**config.mk**
```make
export PLATFORM = sky130hd
export DESIGN_NAME = std_gray_sync_decoder
export DESIGN_NICKNAME = d
export VERILOG_FILES = /design/src/rtl/std_gray_sync_decoder.sv
export SDC_FILE = /design/constraint.sdc
export NUM_CORES = 1
export LEC_CHECK = 0
export ABC_AREA = 1
export CAP_MARGIN = 20
export CORE_UTILIZATION = 35
export DETAILED_ROUTE_END_ITERATION = 10
export SLEW_MARGIN = 20
export SYNTH_ARGS = -nofsm -noshare
export SYNTH_HDL_FRONTEND = slang
export SYNTH_SLANG_ARGS = --single-unit
```
**constraint.sdc**
```tcl
create_clock -name i_clk -period 1.7 [get_ports i_clk]
set_input_delay 0.17 -clock i_clk [delete_from_list [all_inputs] [get_ports i_clk]]
set_output_delay 0.17 -clock i_clk [all_outputs]
set_load 0.1 [all_outputs]
```
**src/rtl/std_gray_sync_decoder.sv**
```systemverilog
// Gray-coded pointer receiver: multi-flop synchronizer, Gray-to-binary decode and increment report.
// Define STD_GRAY_SYNC_CHECK_EN to add a sticky flag for multi-bit Gray transitions.
module std_gray_sync_decoder #(
  parameter int WIDTH  = 4,
  parameter int STAGES = 2
) (
  input  logic             i_clk,
  input  logic             i_rst_n,
  input  logic [WIDTH-1:0] i_gray,
  input  logic             i_clear,
  output logic [WIDTH-1:0] o_bin,
  output logic             o_valid,
  output logic [WIDTH-1:0] o_delta,
  output logic             o_err
);

  localparam int LEVELS = (WIDTH > 1) ? $clog2(WIDTH) : 1;
  localparam int CNT_W  = $clog2(STAGES + 2);
  localparam logic [CNT_W-1:0] FILL_MAX = CNT_W'(STAGES + 1);

  logic [WIDTH-1:0] sync [STAGES];
  logic [WIDTH-1:0] decode;
  logic [CNT_W-1:0] fill_cnt;

  always_ff @(posedge i_clk or negedge i_rst_n) begin
    if (!i_rst_n) begin
      for (int i = 0; i < STAGES; i++) sync[i] <= '0;
    end else begin
      sync[0] <= i_gray;
      for (int i = 1; i < STAGES; i++) sync[i] <= sync[i-1];
    end
  end

  // Suffix-XOR scan: each level doubles the span folded into every bit.
  always_comb begin
    decode = sync[STAGES-1];
    for (int l = 0; l < LEVELS; l++) decode = decode ^ (decode >> (1 << l));
  end

  always_ff @(posedge i_clk or negedge i_rst_n) begin
    if (!i_rst_n) begin
      o_bin    <= '0;
      o_delta  <= '0;
      fill_cnt <= '0;
    end else begin
      o_bin   <= decode;
      o_delta <= i_clear ? '0 : decode - o_bin;
      if (fill_cnt != FILL_MAX) fill_cnt <= fill_cnt + CNT_W'(1);
    end
  end

  assign o_valid = (fill_cnt == FILL_MAX);

`ifdef STD_GRAY_SYNC_CHECK_EN
  logic [WIDTH-1:0] prev_sync;
  logic [WIDTH-1:0] flip;
  logic             multi_flip;

  // Clearing the lowest set bit leaves something only if two or more bits toggled.
  assign flip       = sync[STAGES-1] ^ prev_sync;
  assign multi_flip = |(flip & (flip - WIDTH'(1)));

  always_ff @(posedge i_clk or negedge i_rst_n) begin
    if (!i_rst_n) begin
      prev_sync <= '0;
      o_err     <= 1'b0;
    end else begin
      prev_sync <= sync[STAGES-1];
      if (multi_flip)   o_err <= 1'b1;
      else if (i_clear) o_err <= 1'b0;
    end
  end
`else
  assign o_err = 1'b0;
`endif

endmodule

```
==> GITHUB_STEP_SUMMARY, run 1 <==
## PnR job results

| Metric | Value |
|---|---|
| Reg clk slew, reported paths | 0.10 ns |
| Pwr Density | 1130 nW/um2 |
| Top cells, area | dfrtp_1, ha_1, inv_1 |
| Commonest cells post-synth | dfrtp_1, inv_1, nand2_1 |
| Most frequent logic cell in the layout | dfrtp_1 |
| Peak supply drop | 0.610 mV |
| Fin Clk Skew | 0.00380 ns |
| Net Sw Power | 0.434 mW |
| # port buffers | 15 |
| Flop share of the area | 45.0% |
| Cell taking the most area after synthesis | dfrtp_1 |
| Chip Area, Yosys | 713 um2 |
| Hold WS | 0.120 ns |
| Tmin final | 1.72 ns |
| Crit share post-route | 101% |
| First-pass GRT wire length | 1580 um |
| CTS tree | built |
| Antenna violations before repair | 0 |
| Largest register FFs | 8 |
| Via density | 4.20 |
| Outcome | finished with violations |
| Crit path DAT | 1.90 ns |
| Metal3 WL | 51 um |
| R2R depth | 8 |
| Comb gates | 30 |
| Ports | 17 |
| Fraction of area in multi-input gates | 24.6% |
| Root buf cell | clkbuf_4 |
| Unrepaired setup endpoints after global routing | true |
| H-tree levels | 1 |
| Final clock-cell share | 3.60% |
| N_diodes | 0 |
| Chip area | 2220 um2 |
| DIE HEIGHT | 47.1 um |
| Logic area | 248 um2 |
| Worst reg2reg setup slack | -0.02 ns |
| P_seq | 0.485 mW |
| Rows | 15 |
| Met1 GRT Util | 12.2% |
| Buffer share of cell area | 20.1% |
| Met3 Resource Use GR | 3.85% |
| Register area | 454 um2 |
| Pre-antenna DRT Iters | 2 |
| Clock group | 0.258 mW |
| PnR worst setup slack | -0.0162 ns |
| Clkbuf count | 4 |
| Post-place setup slack | -0.0690 ns |
| Final hold vios | 0 |
| Tot Pwr | 1.14 mW |
| Most common reg cell | dfrtp_1 |
| Total gr overflow | 0 |
| Startpoint Class | flop |
| Placement Cell Area | 936 um2 |
| Combinational power share | 35.0% |
| M1 WL | 429 um |
| Final setup fails | 1 |
| Global placer's final weighted congestion | 0.794 |
| Ratio of cells with drive above 1 in the final layout | 39.5% |
| Vias in the first global route | 419 |
| Ys Warns | 0 |
| HPWL after DPL | 739 um |
| Design Area, Final | 1010 um2 |
| CP Buf/Inv Count | 1 |
| Adder share | 9.82% |
| Critical path type | flop to flop |
| AO/OA Area Share | 1.40% |
| Die x size | 47.1 um |
| Synth cell types | 18 |
| R2r endpoint | o_delta[1] |
| Cells resized by post-CTS repair | 5 |
| DR WL/cell | 9.08 um |
| Fin nets | 94 |
| Final Slew Violations | 0 |
| Remaining DRCs | 0 |
| Final setup TNS | -0.0162 ns |
| Layout overhead on the synthesized area | 41.4% |
| Number of max-cap violations | 0 |
| Cell repeated most along the worst path | nand2_2 |
| Mean Syn Cell Area | 12.3 um2 |
| Synth top cell by count | dfrtp_1 |
| Critical R2R Launch | sync[3] |
| Post-Synthesis Cells | 58 |
| Cell Area, Synth | 713 um2 |
| Top non-seq family | simple AND/OR/NAND/NOR gates |
| Non-CTS buffers | 20 |
| Floorplan Nets | 70 |
| Net Sw Frac | 37.9% |
| Seq/Total Area, Yosys | 63.2% |
| Int Pwr | 0.710 mW |
| Max Clk Rate | 0.583 GHz |
| Filler instances | 154 |
| CP required | 1.89 ns |
| Share of power burned in registers | 42.4% |
| Slowest CP cell | fa_2 |
| Leading power group | sequential cells |
| Total CTS buffers | 3 |
| P_comb | 0.401 mW |
| Post-synth ARST share | 100% |
| Met2 Wirelength | 471 um |
| Latency at later pin | 0.29 ns |
| XOR-XNOR Cells, Area Fraction | 6.14% |
| Max incr delay on CP | 0.51 ns |
| Delay-heaviest family, CP | adder cells |
| Largest Register | sync |
| DR top layer | met4 |
| CTS max path bufs | 2 |
| Via count | 445 |
| Ys flops | 18 |
| Largest net degree at the start of global routing | 13 |
| Log Warnings | 29 |
| Violations in the final reports | setup timing |
| Worst Hold Class | primary input to asynchronous set/reset pin |
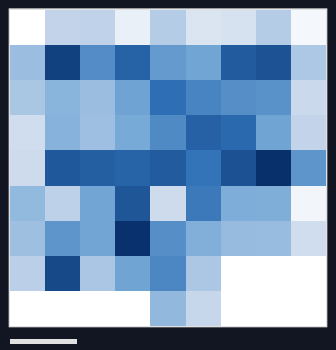
run_1/util_map.png
The bar under the picture is 10 um long. 9 x 9 tiles, from white (low) to dark blue (high), 0 to 100% covered.
tiles over 75% full = 19%
nearly empty tiles = 14%
mean over tiles = 44%
densest ninth of the die = centre
Core Region: 1820 um2
utilization after layout: 55.4%
Starting Density: 39.2%

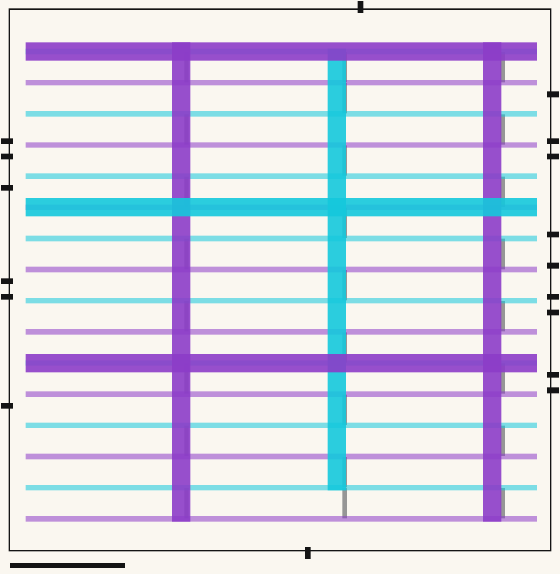
run_1/floorplan.png
The bar under the picture is 10 um long. Pins as bars on the die edge. Tap cells in grey.
VDD -> cyan
VSS -> purple
met5 straps = 3
rows = 15
met4 straps = 3
signal pins = 17

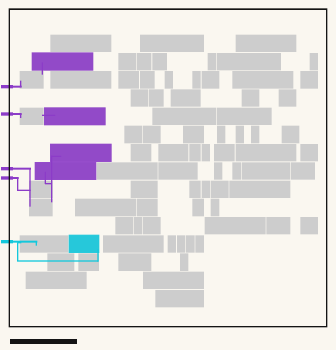
run_1/port_trees.png
The bar under the picture is 10 um long.
o_valid -> cyan  # bits 1, direction output, edge west, end cells 1, buffers 1, wire 20.8 um
i_gray -> purple  # bits 4, direction input, edge west, end cells 4, buffers 4, wire 30.5 um

--- run 2 (diff from run 1) ---
--- a/config.mk
+++ b/config.mk
@@ -9,7 +9,8 @@
 export CAP_MARGIN = 20
 export CORE_UTILIZATION = 35
 export DETAILED_ROUTE_END_ITERATION = 10
-export SLEW_MARGIN = 20
+export SKIP_LAST_GASP = 1
+export SLEW_MARGIN = 0
 export SYNTH_ARGS = -nofsm -noshare
 export SYNTH_HDL_FRONTEND = slang
 export SYNTH_SLANG_ARGS = --single-unit
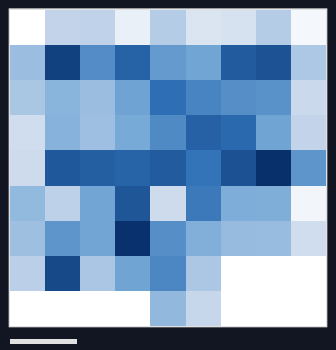
run_2/util_map.png
The bar under the picture is 10 um long. 9 x 9 tiles, from white (low) to dark blue (high), 0 to 100% covered.
fullest tile = 100%
emptiest ninth of the die = south-east
densest ninth of the die = centre
mean over tiles = 44%

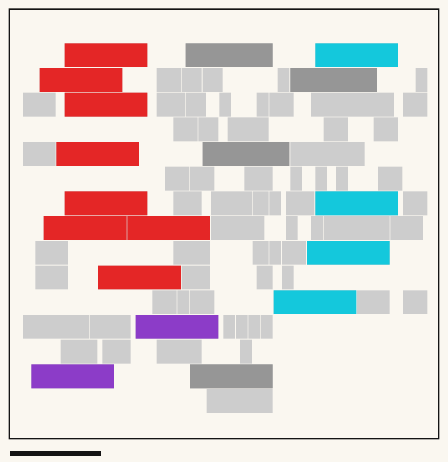
run_2/ff_map.png
The bar under the picture is 10 um long.
o_delta -> cyan  # sequential cells 4, where east
fill_cnt -> purple  # sequential cells 2
sync -> red  # sequential cells 8
not coloured = 4

==> GITHUB_STEP_SUMMARY, run 2 <==
## PnR job results

| Metric | Value |
|---|---|
| Outcome | finished with violations (unchanged) |
| Violations in the final reports | setup timing (unchanged) |
| Vias in the first global route | 419 (unchanged) |
| Ratio of cells with drive above 1 in the final layout | 39.5% (unchanged) |
| Net Sw Power | 0.434 mW (unchanged) |
| Via density | 4.20 (unchanged) |
| N_diodes | 0 (unchanged) |
| Largest Register | sync (unchanged) |
| P_comb | 0.401 mW (about the same) |
| Core Region | 1820 um2 (unchanged) |
| Buffer share of cell area | 20.1% (unchanged) |
| AO/OA Area Share | 1.40% (unchanged) |
| Log Warnings | 29 (unchanged) |
| H-tree levels | 1 (unchanged) |
| Most common reg cell | dfrtp_1 (unchanged) |
| Commonest cells post-synth | dfrtp_1, inv_1, nand2_1 (unchanged) |
| Via count | 445 (unchanged) |
| Post-place setup slack | -0.0690 ns (unchanged) |
| Rows | 15 (unchanged) |
| Cell repeated most along the worst path | nand2_2 (unchanged) |
| HPWL after DPL | 739 um (unchanged) |
| XOR-XNOR Cells, Area Fraction | 6.14% (unchanged) |
| Largest net degree at the start of global routing | 13 (unchanged) |
| First-pass GRT wire length | 1580 um (unchanged) |
| Chip area | 2220 um2 (unchanged) |
| R2R depth | 8 (unchanged) |
| Cell taking the most area after synthesis | dfrtp_1 (unchanged) |
| Synth cell types | 18 (unchanged) |
| Flop share of the area | 45.0% (unchanged) |
| Reg clk slew, reported paths | 0.10 ns (about the same) |
| P_seq | 0.485 mW (about the same) |
| Number of max-cap violations | 0 (unchanged) |
| Met2 Wirelength | 471 um (unchanged) |
| Total CTS buffers | 3 (unchanged) |
| Share of power burned in registers | 42.4% (about the same) |
| Final setup fails | 1 (unchanged) |
| Layout overhead on the synthesized area | 41.4% (unchanged) |
| Global placer's final weighted congestion | 0.794 (unchanged) |
| Fin nets | 94 (unchanged) |
| Floorplan Nets | 70 (unchanged) |
| # port buffers | 15 (unchanged) |
| R2r endpoint | o_delta[1] (unchanged) |
| Top cells, area | dfrtp_1, ha_1, inv_1 (unchanged) |
| Root buf cell | clkbuf_4 (unchanged) |
| Latency at later pin | 0.29 ns (about the same) |
| Filler instances | 154 (unchanged) |
| Fraction of area in multi-input gates | 24.6% (unchanged) |
| Net Sw Frac | 37.9% (unchanged) |
| Post-synth ARST share | 100% (unchanged) |
| Cells resized by post-CTS repair | 5 (unchanged) |
| Chip Area, Yosys | 713 um2 (unchanged) |
| Clock group | 0.258 mW (about the same) |
| PnR worst setup slack | -0.0162 ns (unchanged) |
| Starting Density | 39.2% (unchanged) |
| Crit path DAT | 1.90 ns (about the same) |
| Pwr Density | 1130 nW/um2 (unchanged) |
| CTS tree | built (unchanged) |
| Largest register FFs | 8 (unchanged) |
| Combinational power share | 35.0% (about the same) |
| Ys Warns | 0 (unchanged) |
| Comb gates | 30 (unchanged) |
| Tot Pwr | 1.14 mW (unchanged) |
| Fin Clk Skew | 0.00380 ns (unchanged) |
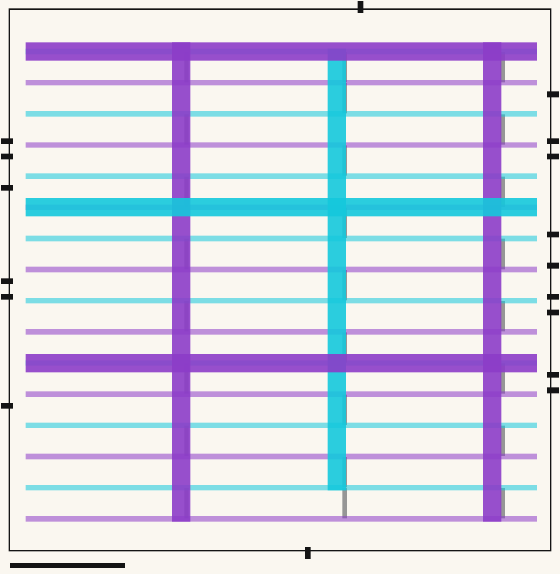
run_2/floorplan.png
The bar under the picture is 10 um long. Pins as bars on the die edge. Tap cells in grey.
VSS -> purple
VDD -> cyan
met1 rails = 16
tap cells = 25
signal pins = 17
met5 straps = 3
die x size: 47.1 um
DIE HEIGHT: 47.1 um
Peak supply drop: 0.610 mV

Power is estimated from default activity; no workload was simulated.
